**config.mk**
```make
export PLATFORM = sky130hd
export DESIGN_NAME = id_decode_queue
export DESIGN_NICKNAME = d
export VERILOG_FILES = /design/src/rtl/id_decode_queue.sv
export SDC_FILE = /design/constraint.sdc
export NUM_CORES = 1
export LEC_CHECK = 0
export CAP_MARGIN = 20
export CORE_UTILIZATION = 25
export DETAILED_ROUTE_END_ITERATION = 10
export GPL_ROUTABILITY_DRIVEN = 0
export PLACE_DENSITY = 0.44
export SLEW_MARGIN = 10
export SYNTH_ARGS = -nofsm -noshare
export SYNTH_HDL_FRONTEND = slang
export SYNTH_SLANG_ARGS = --single-unit
```
**constraint.sdc**
```tcl
create_clock -name clk -period 7 [get_ports clk]
set_input_delay 1.4 -clock clk [delete_from_list [all_inputs] [get_ports clk]]
set_output_delay 1.4 -clock clk [all_outputs]
set_load 0.1 [all_outputs]
```
**src/rtl/id_decode_queue.sv**
```systemverilog
// IF->ID instruction buffer: decodes the head entry into a control bundle,
// tracks the delay-slot flag and holds HI/LO users while the MDU is busy.
module id_decode_queue #(
  parameter int DEPTH   = 4,
  parameter int PC_W    = 32,
  parameter int MDU_LAT = 32
) (
  input  logic                   clk,
  input  logic                   rst,
  input  logic                   in_valid,
  output logic                   in_ready,
  input  logic [PC_W-1:0]        in_pc,
  input  logic [31:0]            in_instr,
  input  logic                   in_exc,
  input  logic [4:0]             in_exccode,
  input  logic                   flush,
  output logic                   out_valid,
  input  logic                   out_ready,
  output logic [PC_W-1:0]        out_pc,
  output logic [31:0]            out_instr,
  output logic                   out_rfwr,
  output logic                   out_dmrd,
  output logic                   out_dmwr,
  output logic                   out_isbranch,
  output logic                   out_isbd,
  output logic                   out_start,
  output logic                   out_exception,
  output logic [4:0]             out_exccode,
  output logic                   mdu_busy,
  output logic [$clog2(DEPTH):0] count
);
  localparam int AW = $clog2(DEPTH);
  localparam int CW = AW + 1;
  localparam int MW = $clog2(MDU_LAT + 1);
  localparam logic [CW-1:0] FULL = CW'(DEPTH);
  localparam logic [MW-1:0] LAT  = MW'(MDU_LAT);

  logic [PC_W-1:0] pcMem_q    [DEPTH];
  logic [31:0]     instrMem_q [DEPTH];
  logic            excMem_q   [DEPTH];
  logic [4:0]      codeMem_q  [DEPTH];

  logic [AW-1:0] wrPtr_q, wrPtr_d, rdPtr_q, rdPtr_d;
  logic [CW-1:0] count_q, count_d;
  logic [MW-1:0] mduCnt_q, mduCnt_d;
  logic          bd_q, bd_d;
  logic          push, pop, hold;

  logic [5:0] op, fn;
  logic [4:0] rs, rt;
  logic supported, rfwr, dmrd, dmwr, isBranch, start, hiLo, isBreak, isSys, headExc;

  assign out_pc    = pcMem_q[rdPtr_q];
  assign out_instr = instrMem_q[rdPtr_q];
  assign headExc   = excMem_q[rdPtr_q];
  assign op = out_instr[31:26];
  assign rs = out_instr[25:21];
  assign rt = out_instr[20:16];
  assign fn = out_instr[5:0];

  always_comb begin
    supported = 1'b0; rfwr = 1'b0; dmrd = 1'b0; dmwr = 1'b0; isBranch = 1'b0;
    start = 1'b0; hiLo = 1'b0; isBreak = 1'b0; isSys = 1'b0;
    case (op)
      6'h00: begin
        case (fn)
          6'h00, 6'h02, 6'h03, 6'h04, 6'h06, 6'h07,
          6'h20, 6'h21, 6'h22, 6'h23, 6'h24, 6'h25, 6'h26, 6'h27,
          6'h2a, 6'h2b: begin supported = 1'b1; rfwr = 1'b1; end
          6'h08: begin supported = 1'b1; isBranch = 1'b1; end
          6'h09: begin supported = 1'b1; isBranch = 1'b1; rfwr = 1'b1; end
          6'h0c: begin supported = 1'b1; isSys = 1'b1; end
          6'h0d: begin supported = 1'b1; isBreak = 1'b1; end
          6'h10, 6'h12: begin supported = 1'b1; hiLo = 1'b1; rfwr = 1'b1; end
          6'h11, 6'h13: begin supported = 1'b1; hiLo = 1'b1; end
          6'h18, 6'h19, 6'h1a, 6'h1b: begin supported = 1'b1; hiLo = 1'b1; start = 1'b1; end
          default: ;
        endcase
      end
      // REGIMM: rt selects BLTZ/BGEZ and their linking forms
      6'h01: begin
        if (rt == 5'h00 || rt == 5'h01 || rt == 5'h10 || rt == 5'h11) begin
          supported = 1'b1; isBranch = 1'b1; rfwr = rt[4];
        end
      end
      6'h02, 6'h04, 6'h05, 6'h06, 6'h07: begin supported = 1'b1; isBranch = 1'b1; end
      6'h03: begin supported = 1'b1; isBranch = 1'b1; rfwr = 1'b1; end
      6'h08, 6'h09, 6'h0a, 6'h0b, 6'h0c, 6'h0d, 6'h0e, 6'h0f: begin supported = 1'b1; rfwr = 1'b1; end
      6'h10: begin
        if (rs == 5'h00) begin supported = 1'b1; rfwr = 1'b1; end
        else if (rs == 5'h04) supported = 1'b1;
        else if (rs == 5'h10 && fn == 6'h18) supported = 1'b1;
      end
      6'h20, 6'h21, 6'h23, 6'h24, 6'h25: begin supported = 1'b1; dmrd = 1'b1; rfwr = 1'b1; end
      6'h28, 6'h29, 6'h2b: begin supported = 1'b1; dmwr = 1'b1; end
      default: ;
    endcase
  end

  // A fetch-side exception outranks any decode-side cause
  always_comb begin
    out_exception = headExc || !supported || isBreak || isSys;
    if (headExc)        out_exccode = codeMem_q[rdPtr_q];
    else if (!supported) out_exccode = 5'h0a;
    else if (isBreak)   out_exccode = 5'h09;
    else if (isSys)     out_exccode = 5'h08;
    else                out_exccode = 5'h00;
  end

  assign out_rfwr     = rfwr  && !out_exception;
  assign out_dmrd     = dmrd  && !out_exception;
  assign out_dmwr     = dmwr  && !out_exception;
  assign out_start    = start && !out_exception;
  assign out_isbranch = isBranch;
  assign out_isbd     = bd_q;
  assign mdu_busy     = (mduCnt_q != '0);
  assign count        = count_q;
  assign in_ready     = (count_q != FULL);
  assign hold         = hiLo && mdu_busy && !out_exception;
  assign out_valid    = (count_q != '0) && !hold;
  assign push         = in_valid && in_ready && !flush;
  assign pop          = out_valid && out_ready;

  // The MDU countdown survives a flush: the issued operation still completes
  always_comb begin
    wrPtr_d = wrPtr_q; rdPtr_d = rdPtr_q; count_d = count_q; bd_d = bd_q; mduCnt_d = mduCnt_q;
    if (pop && out_start)    mduCnt_d = LAT;
    else if (mduCnt_q != '0) mduCnt_d = mduCnt_q - 1'b1;
    if (flush) begin
      wrPtr_d = '0; rdPtr_d = '0; count_d = '0; bd_d = 1'b0;
    end else begin
      if (push) wrPtr_d = wrPtr_q + 1'b1;
      if (pop) begin
        rdPtr_d = rdPtr_q + 1'b1;
        bd_d    = out_isbranch;
      end
      if (push && !pop)      count_d = count_q + 1'b1;
      else if (!push && pop) count_d = count_q - 1'b1;
    end
  end

  always_ff @(posedge clk or posedge rst) begin
    if (rst) begin
      wrPtr_q <= '0; rdPtr_q <= '0; count_q <= '0; bd_q <= 1'b0; mduCnt_q <= '0;
    end else begin
      wrPtr_q <= wrPtr_d; rdPtr_q <= rdPtr_d; count_q <= count_d; bd_q <= bd_d; mduCnt_q <= mduCnt_d;
    end
  end

  always_ff @(posedge clk) begin
    if (push) begin
      pcMem_q[wrPtr_q]    <= in_pc;
      instrMem_q[wrPtr_q] <= in_instr;
      excMem_q[wrPtr_q]   <= in_exc;
      codeMem_q[wrPtr_q]  <= in_exccode;
    end
  end
endmodule

```
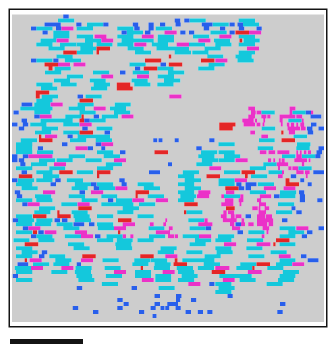
**Above:** run 1 (cell classes on the final placement).
The bar under the picture is 50 um long. Fill, decap, tap and diode cells in gray.
- magenta: remaining logic cells (cells 204; share of their area 18%)
- cyan: registers (cells 294; share of their area 63%)
- blue: remaining buffers and delay cells (cells 162; share of their area 11%)
- red: clock drivers and dummy loads (cells 61; share of their area 7.8%)
Final Core Density: 0.3307
Rows: 77
Core Area: 44510 um^2
Finished Cell Area: 14720 um^2
sequential share of cell area: 0.5954

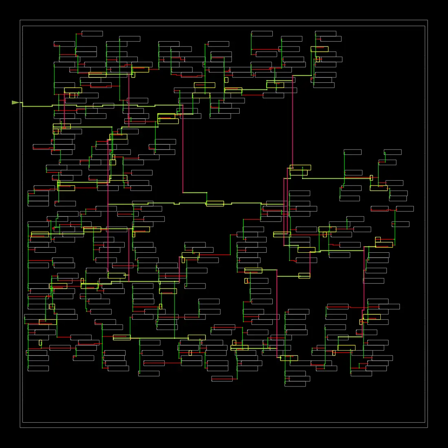
**Above:** run 1 (clock wiring as the flow saved it).
clock skew after layout: 0.01703 ns
clock-net power: 1.70 mW
# clk buffers: 43
seq_cells: 294
total CTS buffers: 35

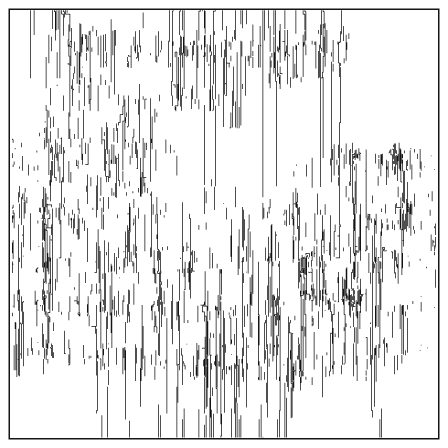
**Above:** run 1 (met2 routing).
- nets with wire on the layer: 727
- wire length on this layer: 12300 um
final WL: 26880 um
met2 Use GR: 0.1804
Vias: 5681

==> results.sh, run 1 <==
# source this file to load flow results
export IMPL_path_clk_slew_ns=0.06
export IMPL_top_power_group="combinational cells"
export IMPL_rr_worst_depth=9
export IMPL_nNonClkInverters=10
export IMPL_clockPowerShare=0.257
export IMPL_p_seq_mw=2.20
export IMPL_busiest_layer="met2"
export IMPL_final_cells=1316
export IMPL_avgSynthCellArea_um2=22.04
export IMPL_wl_per_cell_um=20.42
export IMPL_dr_max_layer_used="met5"
export IMPL_setup_tns_ns=0
export IMPL_place_inst=1252
export IMPL_dpl_worst_slack_ns=1.607
export IMPL_r2r_slack_ns=2.97
export IMPL_simple_gate_share=0.04521
export IMPL_clock_cell_area_share=0.07411
export IMPL_power_total_mw=6.615
export IMPL_crit_fanout=39
export IMPL_crit_cells=6
export IMPL_via_per_inst=4.317
export IMPL_status="finished clean"
export IMPL_crit_chain="buf_4 -> mux4_2 -> nor4_1 -> a2111oi_2 -> a211oi_1 -> buf_4"
export IMPL_r2r_end="count[2]"
export IMPL_min_path_cells=2
export IMPL_yosysTopAreaCell="edfxtp_1"
export IMPL_ys_seq_frac=0.7700
**Run 1: drive-strength map**

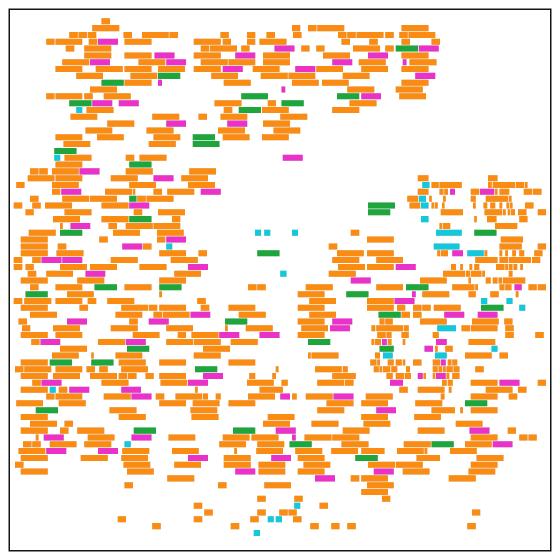

==> run 1 -> run 2 <==
==> constraint.sdc (replaced) <==
create_clock -name clk -period 5.8 [get_ports clk]
set_input_delay 1.16 -clock clk [delete_from_list [all_inputs] [get_ports clk]]
set_output_delay 1.16 -clock clk [all_outputs]
set_load 0.1 [all_outputs]
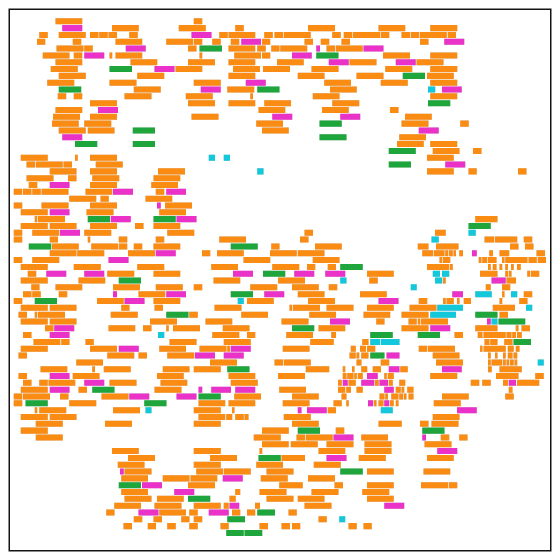
**Above:** run 2 (drive-strength map).
- orange: x1 and smaller (cells 569; share 78%; most used edfxtp_1)
- green: x6 and larger (cells 47; share 6.5%; most used clkbuf_16)
- cyan: x3 and x4 (cells 25; share 3.4%; most used buf_4)
- magenta: x2 (cells 87; share 12%; most used mux4_2)
Finished Cell Area: 14880 um^2
Non-clock buffers: 164
worst setup margin: 0.7312 ns

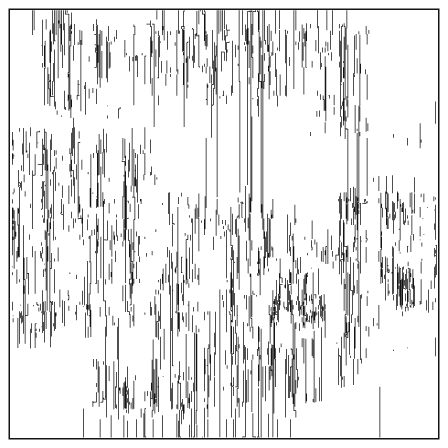
**Above:** run 2 (met2 routing).
- main direction: vertical
- longest straight run: 110 um
- share of all routed wire: 49%
met2 Use GR: 0.1881
final WL: 26700 um
Vias: 5712

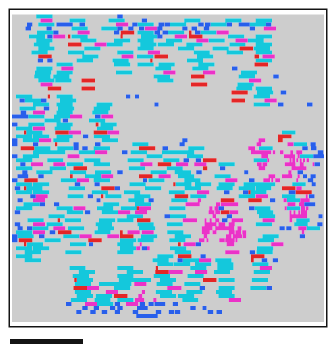
**Above:** run 2 (cell classes on the final placement).
The bar under the picture is 50 um long. Fill, decap, tap and diode cells in gray.
- cyan: registers (cells 294; share of their area 62%)
- magenta: remaining logic cells (cells 204; share of their area 18%)
- blue: remaining buffers and delay cells (cells 164; share of their area 12%)
- red: clock drivers and dummy loads (cells 66; share of their area 8.3%)
sequential share of cell area: 0.5891
Final Core Density: 0.3343

==> results.sh, run 2 <==
# source this file to load flow results
export IMPL_avgSynthCellArea_um2=22.04
export IMPL_core_area_um2=44510
export IMPL_wl_per_cell_um=20.21
export IMPL_top_power_group="combinational cells"
export IMPL_clock_cell_area_share=0.07896
export IMPL_r2r_slack_ns=1.96
export IMPL_top_cells_by_count="edfxtp_1, mux4_2, nor2_1"
export IMPL_via_per_inst=4.324
export IMPL_seq_area_um2=8766
export IMPL_crit_fanout=26
export IMPL_ys_seq_frac=0.7700
export IMPL_nNonClkInverters=10
export IMPL_skew_ns=0.02939
export IMPL_seq_cells=294
export IMPL_clockRootBuffer="clkbuf_16"
export IMPL_power_total_mw=8.192
export IMPL_path_clk_slew_ns=0.05
export IMPL_setup_tns_ns=0
export IMPL_numCtsBuffers=36
export IMPL_clock_buffers=47
export IMPL_dr_max_layer_used="met5"
export IMPL_rr_worst_depth=9
export IMPL_crit_cells=7
export IMPL_wl_met3_um=2064
export IMPL_post_cts_buffers=0
export IMPL_clock_power_mw=2.20
export IMPL_min_from="out_isbd"
export IMPL_place_inst=1253
export IMPL_rows=77
export IMPL_yosysTopAreaCell="edfxtp_1"
export IMPL_r2r_end="count[2]"
export IMPL_status="finished clean"
export IMPL_crit_chain="mux4_1 -> or3b_1 -> or3b_1 -> a31oi_1 -> o21ai_0 -> a211oi_2 -> buf_12"
export IMPL_fp_dieH_um=215.3
export IMPL_simple_gate_share=0.04521
export IMPL_final_cells=1321
Power figures rest on the tool's default switching activity, not on a simulated workload.
